Figure 1. Floorplan with the power grid (run 1).
Pins as bars on the die edge. Tap cells in grey.
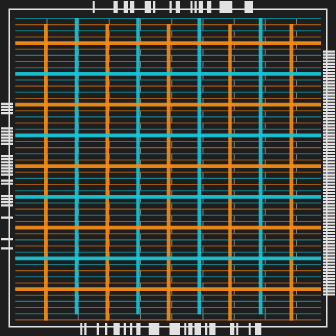
Figure 2. Placed cells, one colour a class (run 1).
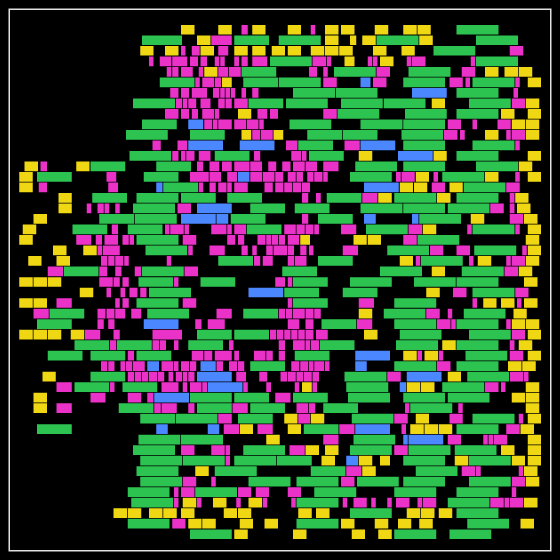
Figure 3. Clock network drawn from the DEF (run 1).
Scale bar: 50 µm.
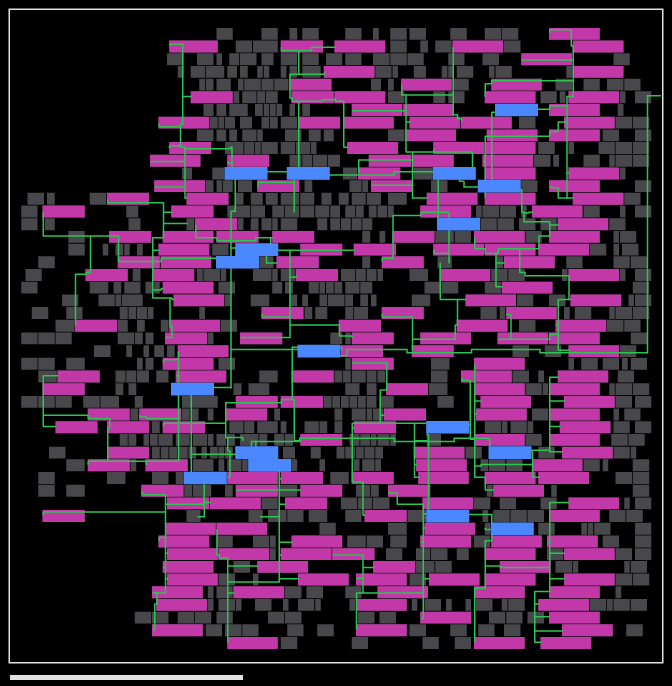
==> config.mk <==
export PLATFORM = sky130hd
export DESIGN_NAME = instr_fetch
export DESIGN_NICKNAME = d
export VERILOG_FILES = /design/src/rtl/mips_pkg.sv /design/src/rtl/fetch_fifo.sv /design/src/rtl/instr_fetch.sv
export SDC_FILE = /design/constraint.sdc
export NUM_CORES = 1
export LEC_CHECK = 0
export ABC_CLOCK_PERIOD_IN_PS = 6050
export CORE_MARGIN = 2
export CORE_UTILIZATION = 46
export CTS_CLUSTER_DIAMETER = 150
export DETAILED_ROUTE_END_ITERATION = 10
export PLACE_DENSITY = 0.76
export REMOVE_ABC_BUFFERS = 1
export SETUP_SLACK_MARGIN = 0.5
export SYNTH_ARGS = -nofsm -noshare
export SYNTH_HDL_FRONTEND = slang
export SYNTH_HIERARCHICAL = 1
export SYNTH_SLANG_ARGS = --single-unit
==> constraint.sdc <==
create_clock -name clk -period 6.05 [get_ports clk]
set_input_delay 1.21 -clock clk [delete_from_list [all_inputs] [get_ports clk]]
set_output_delay 1.21 -clock clk [all_outputs]
set_load 0.02 [all_outputs]
==> src/rtl/mips_pkg.sv <==
`default_nettype none
// ============================================================================
// Module : mips_pkg
// Brief  : Opcode, width and fetch-FSM constants shared by the fetch path.
// Rev    : 1.0
// ============================================================================
package mips_pkg;

  localparam logic [5:0]  OP_RTYPE = 6'h00;
  localparam logic [5:0]  OP_LW    = 6'h23;
  localparam logic [5:0]  OP_SW    = 6'h2B;
  localparam logic [5:0]  OP_BEQ   = 6'h04;
  localparam int          INSTR_W  = 32;
  localparam logic [31:0] PC_INC   = 32'd4;

  localparam logic [0:0] c_st_fetch  = 1'b0;
  localparam logic [0:0] c_st_squash = 1'b1;

  // Wraps 32'hFFFF_FFFC to 0 by plain modulo-2^32 addition.
  function automatic logic [31:0] next_pc(input logic [31:0] pc);
    return pc + PC_INC;
  endfunction

endpackage
`default_nettype wire

==> src/rtl/fetch_fifo.sv <==
`default_nettype none
// ============================================================================
// Module : fetch_fifo
// Brief  : Issue buffer of {pc,word} entries with push/pop/flush and count.
// Rev    : 1.0
// ============================================================================
module fetch_fifo #(
  parameter int DEPTH = 2,
  parameter int WIDTH = 64
) (
  input  logic                       clk,
  input  logic                       rst,
  input  logic                       push,
  input  logic [WIDTH-1:0]           push_data,
  input  logic                       pop,
  input  logic                       flush,
  output logic [WIDTH-1:0]           head_data,
  output logic [$clog2(DEPTH):0]     count
);

  localparam int c_aw = $clog2(DEPTH);
  localparam int c_cw = c_aw + 1;

  logic [WIDTH-1:0] r_mem [DEPTH];
  logic [c_aw-1:0]  r_wr_ptr;
  logic [c_aw-1:0]  r_rd_ptr;
  logic [c_cw-1:0]  r_count;
  logic             w_empty;
  logic             w_full;
  logic             w_pop;
  logic             w_push;

  assign w_empty = (r_count == '0);
  assign w_full  = (r_count == c_cw'(DEPTH));
  assign w_pop   = pop & ~w_empty & ~flush;
  // A pop in the same cycle frees the slot a full-buffer push lands in.
  assign w_push  = push & (~w_full | w_pop) & ~flush;

  always_ff @(posedge clk or posedge rst) begin
    if (rst) begin
      r_wr_ptr <= '0;
      r_rd_ptr <= '0;
      r_count  <= '0;
    end else if (flush) begin
      r_wr_ptr <= '0;
      r_rd_ptr <= '0;
      r_count  <= '0;
    end else begin
      if (w_push) r_wr_ptr <= r_wr_ptr + c_aw'(1);
      if (w_pop)  r_rd_ptr <= r_rd_ptr + c_aw'(1);
      case ({w_push, w_pop})
        2'b10:   r_count <= r_count + c_cw'(1);
        2'b01:   r_count <= r_count - c_cw'(1);
        default: r_count <= r_count;
      endcase
    end
  end

  always_ff @(posedge clk) begin
    if (w_push) r_mem[r_wr_ptr] <= push_data;
  end

  assign head_data = w_empty ? '0 : r_mem[r_rd_ptr];
  assign count     = r_count;

endmodule
`default_nettype wire

==> src/rtl/instr_fetch.sv <==
`default_nettype none
// ============================================================================
// Module : instr_fetch
// Brief  : PC owner and instruction fetcher with redirect/squash, feeding decode.
// Rev    : 1.0
// ============================================================================
module instr_fetch
  import mips_pkg::*;
#(
  parameter logic [31:0] RESET_PC   = 32'h0000_0000,
  parameter int          FIFO_DEPTH = 2
) (
  input  logic        clk,
  input  logic        reset,
  output logic        imem_req,
  output logic [31:0] imem_addr,
  input  logic        imem_ack,
  input  logic [31:0] imem_rdata,
  output logic        instr_valid,
  input  logic        instr_ready,
  output logic [31:0] instr_word,
  output logic [31:0] instr_pc,
  output logic [5:0]  opcode,
  input  logic        redirect,
  input  logic [31:0] redirect_pc,
  output logic        misalign_err
);

  localparam int c_cw = $clog2(FIFO_DEPTH) + 1;

  logic [0:0]      r_state;
  logic [0:0]      w_next_state;
  logic [31:0]     r_pc;
  logic [31:0]     r_saved_pc;
  logic            r_misalign;
  logic [c_cw-1:0] w_count;
  logic [63:0]     w_head;
  logic            w_empty;
  logic            w_pop;
  logic            w_slot_ok;
  logic            w_req;
  logic            w_ack;
  logic            w_outstanding;
  logic            w_push;
  logic [31:0]     w_redirect_pc;

  assign w_empty       = (w_count == '0);
  assign w_pop         = ~w_empty & instr_ready;
  assign w_slot_ok     = (w_count != c_cw'(FIFO_DEPTH)) | w_pop;
  assign w_ack         = imem_ack & w_req;
  assign w_outstanding = w_req & ~imem_ack;
  assign w_push        = (r_state == c_st_fetch) & w_ack & ~redirect;
  assign w_redirect_pc = {redirect_pc[31:2], 2'b00};

  always_ff @(posedge clk or posedge reset) begin
    if (reset) r_state <= c_st_fetch;
    else       r_state <= w_next_state;
  end

  always_comb begin
    w_next_state = r_state;
    case (r_state)
      c_st_fetch:  if (redirect && w_outstanding) w_next_state = c_st_squash;
      c_st_squash: if (w_ack) w_next_state = c_st_fetch;
      default:     w_next_state = c_st_fetch;
    endcase
  end

  // The squashed request must stay up until its ack even with no free slot.
  always_comb begin
    w_req = 1'b0;
    if (!reset) begin
      case (r_state)
        c_st_fetch:  w_req = w_slot_ok;
        c_st_squash: w_req = 1'b1;
        default:     w_req = 1'b0;
      endcase
    end
  end

  always_ff @(posedge clk or posedge reset) begin
    if (reset) begin
      r_pc       <= RESET_PC;
      r_saved_pc <= RESET_PC;
      r_misalign <= 1'b0;
    end else begin
      if (redirect) r_saved_pc <= w_redirect_pc;
      if (redirect && (redirect_pc[1:0] != 2'b00)) r_misalign <= 1'b1;
      if (r_state == c_st_fetch) begin
        if (redirect) begin
          if (!w_outstanding) r_pc <= w_redirect_pc;
        end else if (w_ack) begin
          r_pc <= next_pc(r_pc);
        end
      end else if (w_ack) begin
        r_pc <= redirect ? w_redirect_pc : r_saved_pc;
      end
    end
  end

  fetch_fifo #(
    .DEPTH (FIFO_DEPTH),
    .WIDTH (64)
  ) u_fifo (
    .clk       (clk),
    .rst       (reset),
    .push      (w_push),
    .push_data ({r_pc, imem_rdata}),
    .pop       (w_pop),
    .flush     (redirect),
    .head_data (w_head),
    .count     (w_count)
  );

  assign imem_req     = w_req;
  assign imem_addr    = r_pc;
  assign instr_valid  = ~w_empty;
  assign instr_word   = w_head[INSTR_W-1:0];
  assign instr_pc     = w_head[63:32];
  assign opcode       = w_head[31:26];
  assign misalign_err = r_misalign;

endmodule
`default_nettype wire

==> impl_metrics.ini, run 1 <==
; flow metrics
[global_route]
antenna_violations_before_repair = 0
maximum_number_of_pins_on_one_net_before_global_route_repair = 68
global_route.overflow_total = 0

[worst_setup_path]
slowest_stage = nor2_4
critPathKind = reg2out
worst-path-max-fanout = 35

[final_timing]
final.period_utilization_pct = 67.2
slew_headroom_pct = 14.2
finalHoldViolations = 0
worst_hold_slack_ps = 476
setup_viol_count_final = 0
totalNegativeSetupSlack_ps = 0

[pwr]
powerDensity_nw_per_um2 = 292
combinationalPowerShare_pct = 15.2
cellLeakagePower_nw = 3.75

[logic_synthesis]
area_leader_netlist = edfxtp_1
ys_dominant_reg_cell = edfxtp_1
synth_dominant_cell_count = edfxtp_1
yosys_cell_count = 640
syn-instance-count = 640
ys_chip_area_um2 = 8480
syn-mean-instance-area_um2 = 13.2
synth.top_cells.by_area = edfxtp_1 (45%), dfrtp_1 (21%), mux2i_1 (7.9%)

[clock_tree]
cts_num_sinks = 198
clk_transition_reported_paths_ps = 70
ctsRootBufferMaster = clkbuf_16
tritoncts = done

[floorplan]
io-pin-count = 174

[detailed_routing]
drt-initial-drc-count = 457
routed_via_density = 5.53
detail_route.wl_per_cell_um = 18.2
remaining_antenna_violation_count_after_routing = 0
drt_pass1_iterations = 7

[outcome]
status = completed

[final_layout]
layout.nets = 867
fin_area_um2 = 10900

[place]
numPortBuffers = 173
detailedPlacementHpwl_mm = 12.4

[hold_path]
worst_min_delay_path_category = reg2reg
Notes on Figure 1 above:
VSS: marked orange. VDD: marked cyan.
174 signal pins sit on the boundary. 229 tap cells. The core has 49 rows. 9 straps on met5.
width of the chip: 140 µm
Max VDD drop: 0.208 mV
Die Y: 140 µm
total core area: 18,000 µm²

Notes on Figure 2 above:
remaining buffers and delay cells: marked yellow, cells 180, share of their area 17%. combinational and other logic: marked magenta, cells 400, share of their area 25%. clock drivers and dummy loads: marked blue, cells 32, share of their area 5.1%. sequential cells: marked green, cells 198, share of their area 53%.
fin util: 60.4%
row count: 49

Notes on Figure 3 above:
clock wires: marked green, length 2,060 µm. clock drivers: marked blue, count 17. flip-flops: marked magenta, count 198.
Position of the flops: widely spread. There are 18 routed clock nets.
clock group share of total power: 32.7%
P_clk: 1.04 mW
Latency at later pin: 420 ps

==> run 1: worst paths after layout <==
path	startpoint	to	slack (ps)	cells past startpoint
max	u_fifo/count[0]$_DFFE_PP0P_	instr_pc[16]	1980	4
min	misalign_err$_DFFE_PP0P_	misalign_err$_DFFE_PP0P_	480	1
max reg2reg	r_state$_DFF_PP0_	u_fifo/r_mem[1][63]$_DFFE_PP_	2740	3
min reg2reg	misalign_err$_DFFE_PP0P_	misalign_err$_DFFE_PP0P_	480	1
max in group asynchronous	reset	r_saved_pc[11]$_DFF_PP0_	3910	3
min in group asynchronous	reset	u_fifo/count[0]$_DFFE_PP0P_	1200	2
==> run 1: kinds of logic (layout without fill, tap and decap cells) <==
kind of cell / after synthesis / in the layout / share of synthesized area, %
AND-OR/OR-AND: 120 / 120 / 8.89
XOR/XNOR: 2 / 2 / 0.207
adder cells (fa/ha/maj): 1 / 1 / 0.148
buffers and inverters: 51 / 221 / 3.01
flip-flops: 198 / 198 / 66.0
multiplexers: 94 / 94 / 11.5
AND/OR/NAND/NOR: 174 / 174 / 10.2
==> run 1: area by class of cell <==
class	count	area [µm²]	area share, %
inverter	9	33.8	0.310
sequential	198	5600	51.4
clock buffer	17	425	3.90
clock inverter	15	119	1.09
tap	229	287	2.63
multi-input combinational	391	2650	24.3
timing repair buffer	180	1780	16.3
==> run 1: placed cells by master (no fill, tap or decap), types with 8 or more instances in the layout <==
cell             netlist  routed
mux2_2                27      27
clkdlybuf4s50_1        0     172
nor2_1                86      85
mux2i_1               67      67
edfxtp_1             128     128
inv_1                  9       8
dfrtp_1               70      69
nand2_1               24      24
o22ai_1                8       8
a31oi_1                8       8
o22a_1                 9       9
nand3_1               14      14
o21ai_0               25      25
a21oi_1               40      39
clkbuf_16              0      17
==> run 1: metrics by stage <==
step / utilization [%] / power (mW) / instances
2_1_floorplan: - / 1.90 / 598
3_3_place_gp: 57.4 / 2.15 / 1007
3_5_place_dp: 57.4 / 2.17 / 1007
4_1_cts: 60.4 / 3.20 / 1039
5_1_grt: 60.4 / 3.32 / 1039
6_report: 60.4 / 3.18 / 1039
==> run 1: worst max-delay path, delay by kind of cell, from the launching register on <==
kind	cells	cell delay, ps
flip-flops	1	500
buffers and inverters	2	1040
AND/OR/NAND/NOR	2	890
==> run 1: state kept, by name, summed over array words and instances, names as in the netlist <==
register and count:
u_fifo/r_mem 128, imem_addr 32, r_saved_pc 32, u_fifo/count 2
misalign_err 1, r_state 1, u_fifo/r_rd_ptr 1, u_fifo/r_wr_ptr 1
==> run 1: power by group through the flow <==
| stage | clock [mW] | sequential (mW) | combinational, mW |
|---|---|---|---|
| after global placement | 0 | 1.68 | 0.470 |
| after CTS | 1.06 | 1.66 | 0.485 |
| after global routing | 1.12 | 1.68 | 0.519 |
| after detailed placement | 0 | 1.69 | 0.482 |
| final | 1.04 | 1.66 | 0.482 |
| after floorplan | 0 | 1.71 | 0.192 |
==> run 1: layer usage <==
layer / up-vias / share of wire (%) / track usage (%)
met5: - / 0 / 0
met3: 23 / 6.3 / 4.92
met2: 227 / 48 / 31.7
met4: 0 / 1.8 / 6.11
met1: 2811 / 43 / 26.5
li1: 2684 / - / -
==> run 2: changes to the inputs <==
--- a/config.mk
+++ b/config.mk
@@ -5,12 +5,12 @@
 export SDC_FILE = /design/constraint.sdc
 export NUM_CORES = 1
 export LEC_CHECK = 0
-export ABC_CLOCK_PERIOD_IN_PS = 6050
+export ABC_CLOCK_PERIOD_IN_PS = 3900
 export CORE_MARGIN = 2
-export CORE_UTILIZATION = 46
+export CORE_UTILIZATION = 51
 export CTS_CLUSTER_DIAMETER = 150
 export DETAILED_ROUTE_END_ITERATION = 10
-export PLACE_DENSITY = 0.76
+export PLACE_DENSITY = 0.8
 export REMOVE_ABC_BUFFERS = 1
 export SETUP_SLACK_MARGIN = 0.5
 export SYNTH_ARGS = -nofsm -noshare
==> constraint.sdc (replaced) <==
create_clock -name clk -period 3.9 [get_ports clk]
set_input_delay 0.78 -clock clk [delete_from_list [all_inputs] [get_ports clk]]
set_output_delay 0.78 -clock clk [all_outputs]
set_load 0.02 [all_outputs]
Figure 4. Routing congestion map (run 2).
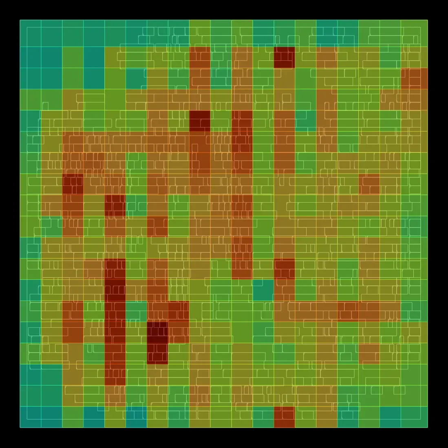
Wirelength per Cell: 18.6 µm
met2 demand-to-capacity share in global routing: 35.6%
GRT Resource Usage Total: 22.1%
fin util: 67.0%
global-route met3 utilization: 4.98%

Figure 5. Floorplan with the power grid (run 2).
Pins as bars on the die edge. Tap cells in grey.
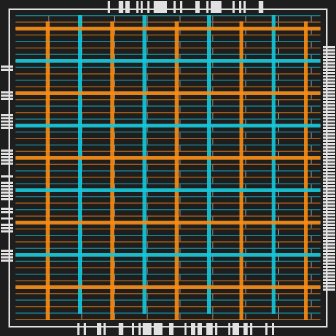
VSS: marked orange. VDD: marked cyan.
48 met1 rails follow the rows. 174 signal pins sit on the boundary.

==> impl_metrics.ini, run 2 <==
; flow metrics
[outcome]
status = completed

[logic_synthesis]
async_s_r_ff_share_synth_pct = 35.4
area_leader_netlist = edfxtp_1
ys_chip_area_um2 = 8480
synth_dominant_cell_count = edfxtp_1
yosys_cell_count = 640
synthesis.area_um2 = 8480
ys_dominant_reg_cell = edfxtp_1
syn-mean-instance-area_um2 = 13.2
synth.top_cells.by_area = edfxtp_1 (45%), dfrtp_1 (21%), mux2i_1 (7.9%)
syn-instance-count = 640

[final_timing]
slew_headroom_pct = 28.0
rsz_0062_raised_after_global_routing = false
tightest_slew_ps = 1080
finalHoldViolations = 0
setup_viol_count_final = 0
final.period_utilization_pct = 81.2

[worst_setup_path]
worst_setup_end_kind = output port
critPathKind = reg2out
worst-path-max-fanout = 36
slowest_stage = dfrtp_4

[hold_path]
worst_min_delay_path_category = reg2reg

[place]
numPortBuffers = 173
detailedPlacementHpwl_mm = 12.6
routabilityCongestion = 0.837
placedCellCount = 1004

[floorplan]
die_area_um2 = 17700
die-width_um = 133
floorplan.die.height_um = 133
core-area_um2 = 16400
placementRows = 47
io-pin-count = 174

[global_route]
maximum_number_of_pins_on_one_net_before_global_route_repair = 68
global_route.overflow_total = 0
grtUsageMet1_pct = 30.7
grt-busiest-layer = met2
antenna_violations_before_repair = 0

[final_layout]
largest_register_ffs = 128
fin_area_um2 = 11000
final-instance-count-excl-fill = 1037
lay_top_count = clkdlybuf4s50_1
layout.nets = 874
max_flop_register = u_fifo/r_mem
layout-drive-gt1-share_pct = 11.0
commonest_non_fill_non_tap_cells_in_the_layout = clkdlybuf4s50_1 (172), edfxtp_1 (128), nor2_1 (85)
areaGrowthSynthToFinish_pct = 29.7
number_of_diodes = 0

[detailed_routing]
drt_pass1_iterations = 5
drt-initial-drc-count = 506
remaining_antenna_violation_count_after_routing = 0
routed_via_density = 5.65
drc = 0
detailroute.via_count = 5863
drt_wl_total_mm = 19.3

[pwr]
vdd.ir_drop.worst_mv = 0.269
cellLeakagePower_nw = 3.80
powerDensity_nw_per_um2 = 454

[clock_tree]
clk_transition_reported_paths_ps = 70
cts-root-to-sink-buffers = 2
cts_num_sinks = 198
tritoncts.num_buffers = 17
cts-hold-fix-buffers = 0
clock_insertion_delay_worst_skew_ps = 430
post_cts.resized_instances = 0
tritoncts = done
ctsRootBufferMaster = clkbuf_16
==> run 2: worst max-delay path: cells and delay by family, from the launching register on <==
kind                   cells  cell delay [ps]
flip-flops                 1              660
buffers and inverters      2              930
AND/OR/NAND/NOR            1              180
multiplexers               1              130
==> run 2: report_power, final <==
group	total, mW	switching [mW]	internal [mW]
Combinational	0.758	0.396	0.363
Clock	1.65	0.762	0.893
Sequential	2.58	0.181	2.40
==> run 2: cell type report <==
| class | count | area, µm² | area share, % |
|---|---|---|---|
| clock inverters | 13 | 125 | 1.14 |
| well taps | 220 | 275 | 2.50 |
| clock buffers | 19 | 433 | 3.94 |
| multi-input cells | 391 | 2650 | 24.1 |
| repair buffers | 187 | 1880 | 17.1 |
| flip-flops and latches | 198 | 5600 | 50.9 |
| inverters | 9 | 33.8 | 0.307 |
==> run 2: worst paths after layout <==
check / startpoint / end / slack [ps] / cells past startpoint
min: misalign_err$_DFFE_PP0P_ / misalign_err$_DFFE_PP0P_ / 480 / 1
max in group asynchronous: reset / imem_addr[12]$_DFFE_PP0P_ / 2220 / 3
min in group asynchronous: reset / u_fifo/count[0]$_DFFE_PP0P_ / 740 / 2
min reg2reg: misalign_err$_DFFE_PP0P_ / misalign_err$_DFFE_PP0P_ / 480 / 1
max: u_fifo/r_rd_ptr$_DFFE_PP0P_ / opcode[4] / 730 / 4
max reg2reg: r_state$_DFF_PP0_ / u_fifo/r_mem[1][61]$_DFFE_PP_ / 1170 / 3
==> run 2: per-layer routing <==
metal / vias to the layer above / wire length (µm)
li1: 2712 / -
met1: 2862 / 8330
met2: 261 / 9270
met3: 28 / 1410
met4: 0 / 289
met5: - / 0
==> run 2: per-stage QoR <==
stage               setup WS, ps  hold slack [ps]  util (%)  TNS, ps  power (mW)
finish                       734              477      67.0        0        4.99
global route                 623              498      67.0        0        5.18
CTS                          569              479      66.8        0        5.01
detailed placement           695              452      63.4        0        3.37
global placement             736              451      63.4        0        3.34
floorplan                  -4140              465         -  -348010        2.95
==> run 2: cell families (layout without fill, tap and decap cells) <==
logic type,after synthesis,after routing,synth area share (%)
buf+inv,51,228,3.01
xor+xnor,2,2,0.207
simple gates,174,174,10.2
fa+ha+maj,1,1,0.148
compound gates,120,120,8.89
flops,198,198,66.0
mux,94,94,11.5
==> run 3: changes to the inputs <==
--- a/config.mk
+++ b/config.mk
@@ -5,12 +5,12 @@
 export SDC_FILE = /design/constraint.sdc
 export NUM_CORES = 1
 export LEC_CHECK = 0
-export ABC_CLOCK_PERIOD_IN_PS = 3900
+export ABC_CLOCK_PERIOD_IN_PS = 2900
 export CORE_MARGIN = 2
-export CORE_UTILIZATION = 51
+export CORE_UTILIZATION = 46
 export CTS_CLUSTER_DIAMETER = 150
 export DETAILED_ROUTE_END_ITERATION = 10
-export PLACE_DENSITY = 0.8
+export PLACE_DENSITY = 0.76
 export REMOVE_ABC_BUFFERS = 1
 export SETUP_SLACK_MARGIN = 0.5
 export SYNTH_ARGS = -nofsm -noshare
==> constraint.sdc (replaced) <==
create_clock -name clk -period 2.9 [get_ports clk]
set_input_delay 0.58 -clock clk [delete_from_list [all_inputs] [get_ports clk]]
set_output_delay 0.58 -clock clk [all_outputs]
set_load 0.02 [all_outputs]
Figure 6. Clock network drawn from the DEF (run 3).
Scale bar: 50 µm.
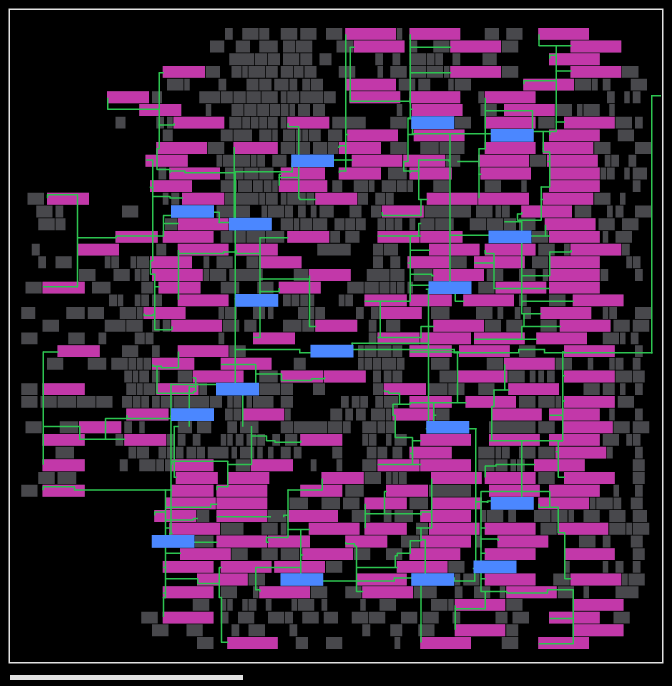
flip-flops: marked magenta, count 198. clock drivers: marked blue, count 17. clock wires: marked green, length 2,110 µm.
Position of the flops: widely spread.

Figure 7. Routing congestion map (run 3).
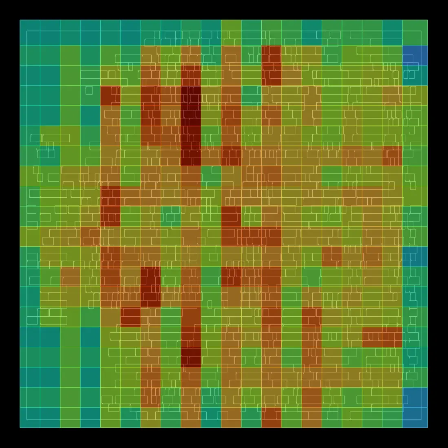
routing usage on met1: 28.6%
most heavily used metal layer in global routing: met2

==> impl_metrics.ini, run 3 <==
; flow metrics
[final_layout]
layout.nets = 906
layout-drive-gt1-share_pct = 22.6
number_of_diodes = 0
commonest_non_fill_non_tap_cells_in_the_layout = edfxtp_1 (128), clkdlybuf4s50_1 (100), nor2_1 (85)
lay_top_count = edfxtp_1

[clock_tree]
cts-root-to-sink-buffers = 2
clk_transition_reported_paths_ps = 70
clock_insertion_delay_worst_skew_ps = 430
tritoncts.num_buffers = 17
tritoncts = done

[pwr]
clock_group_share_of_total_power_pct = 33.2
cell_internal_pwr_mw = 4.85
p_switching_mw = 1.91
vdd.ir_drop.worst_mv = 0.459
cellLeakagePower_nw = 4.12

[final_timing]
worst_slack_ps = 434
final.period_utilization_pct = 85.0
rsz_0062_raised_after_global_routing = true
setup_viol_count_final = 0
tightest_slew_ps = 884
worst_hold_slack_ps = 482
slew_headroom_pct = 41.0

[logic_synthesis]
synth_dominant_cell_count = edfxtp_1
yosys_cell_count = 640
async_s_r_ff_share_synth_pct = 35.4

[worst_setup_path]
startpoint = u_fifo/r_rd_ptr$_DFFE_PP0P_
worst-path-max-fanout = 23
r2r_end = u_fifo/r_mem[0][48]$_DFFE_PP_
reg2reg_setup_slack_ps = 480
slowest_stage = dfrtp_4
critical_path.endpoint = instr_word[8]
r2r-start = u_fifo/count[1]$_DFFE_PP0P_

[detailed_routing]
drt_wl_total_mm = 21.0
drt_pass1_iterations = 5
drt-initial-drc-count = 381
detailroute.via_count = 6073
drc = 0

[global_route]
maximum_number_of_pins_on_one_net_before_global_route_repair = 67
antenna_violations_before_repair = 0

[floorplan]
placementRows = 49
io-pin-count = 174
floorplan.die.height_um = 140
die-width_um = 140

[outcome]
status = completed

[hold_path]
worst_min_delay_path_category = reg2reg

[place]
dp_slack_ps = -63.3
==> run 3: worst min path at each step <==
stage               slack [ps]                           to                     start  cells after the start
floorplan                  350  u_fifo/count[0]$_DFFE_PP0P_                     reset                      1
global placement           450     misalign_err$_DFFE_PP0P_  misalign_err$_DFFE_PP0P_                      1
detailed placement         460     misalign_err$_DFFE_PP0P_  misalign_err$_DFFE_PP0P_                      1
CTS                        490     misalign_err$_DFFE_PP0P_  misalign_err$_DFFE_PP0P_                      1
global route               510     misalign_err$_DFFE_PP0P_  misalign_err$_DFFE_PP0P_                      1
finish                     480     misalign_err$_DFFE_PP0P_  misalign_err$_DFFE_PP0P_                      1
==> run 3: power by group through the flow <==
stage          logic, mW  clock network [mW]  registers (mW)
2_1_floorplan      0.400                   0            3.57
3_3_place_gp        1.03                   0            3.48
3_5_place_dp        1.06                   0            3.50
4_1_cts             1.06                2.28            3.45
5_1_grt             1.14                2.39            3.48
6_report            1.06                2.25            3.45
==> run 3: worst max-delay path: cells and delay by family, from the launching register on <==
| kind | cells | cell delay, ps |
|---|---|---|
| simple gates | 1 | 50 |
| flops | 1 | 540 |
| buf+inv | 3 | 640 |
| mux | 1 | 210 |
==> run 3: cell type report <==
type,count,area [µm²],share of cell area (%)
inverters,9,33.8,0.305
clock inverters,15,138,1.24
clock buffers,17,425,3.84
well taps,229,287,2.59
repair buffers,218,1910,17.2
multi-input cells,392,2680,24.2
flip-flops and latches,198,5600,50.6
==> run 3: metal layers <==
metal | up-vias | routed length (µm) | global-route usage, %
li1 | 2776 | - | -
met1 | 2978 | 8820 | 28.6
met2 | 290 | 10300 | 35.4
met3 | 29 | 1590 | 5.09
met4 | 0 | 343 | 6.58
met5 | - | 0 | 0
==> run 3: timing repair <==
item                                    in CTS  in global routing
gates cloned                                 2                  1
endpoints found under the setup margin     136                 70
buffers inserted                             8                  7
resized                                     90                142
pin swaps                                    2                  1
==> run 3: stage by stage <==
| stage | power, mW | area (µm²) |
|---|---|---|
| global route | 7.01 | 11100 |
| global placement | 4.52 | 10600 |
| detailed placement | 4.56 | 10600 |
| finish | 6.76 | 11100 |
| CTS | 6.78 | 11200 |
| floorplan | 3.97 | 8260 |
==> run 3: kinds of logic (layout without fill, tap and decap cells) <==
group                      after synthesis  in the layout  share of synthesized area (%)
AOI/OAI and AO/OA                      120            120                           8.89
xor gates and xnor gates                 2              2                          0.207
adders and majority gates                1              1                          0.148
buffers and inverters                   51            259                           3.01
DFF                                    198            198                           66.0
muxes                                   94             94                           11.5
and+or+nand+nor                        174            175                           10.2

==> notes/layouts.md <==
Pictures saved along the way, in no particular order.

Signal wires by layer.
Scale bar: 50 µm.
image #1
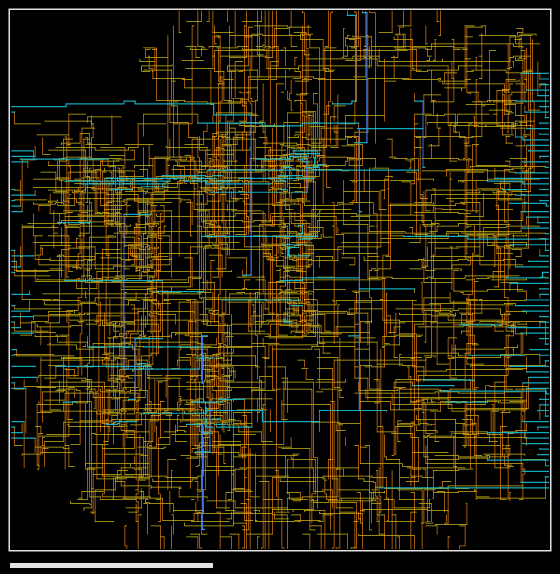
image #2
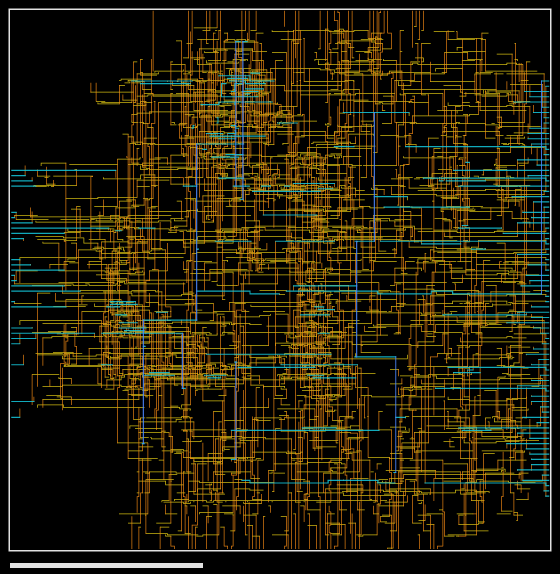
For run 2, see image #1.
For run 3, see image #2.

Key to image #2:
metal 3: marked cyan, wire length 1,590 µm. metal 2: marked orange, wire length 10,300 µm. metal 4: marked blue, wire length 343 µm. metal 1: marked yellow, wire length 8,820 µm.

No activity file was given, so power comes from the tool's default toggle rates.
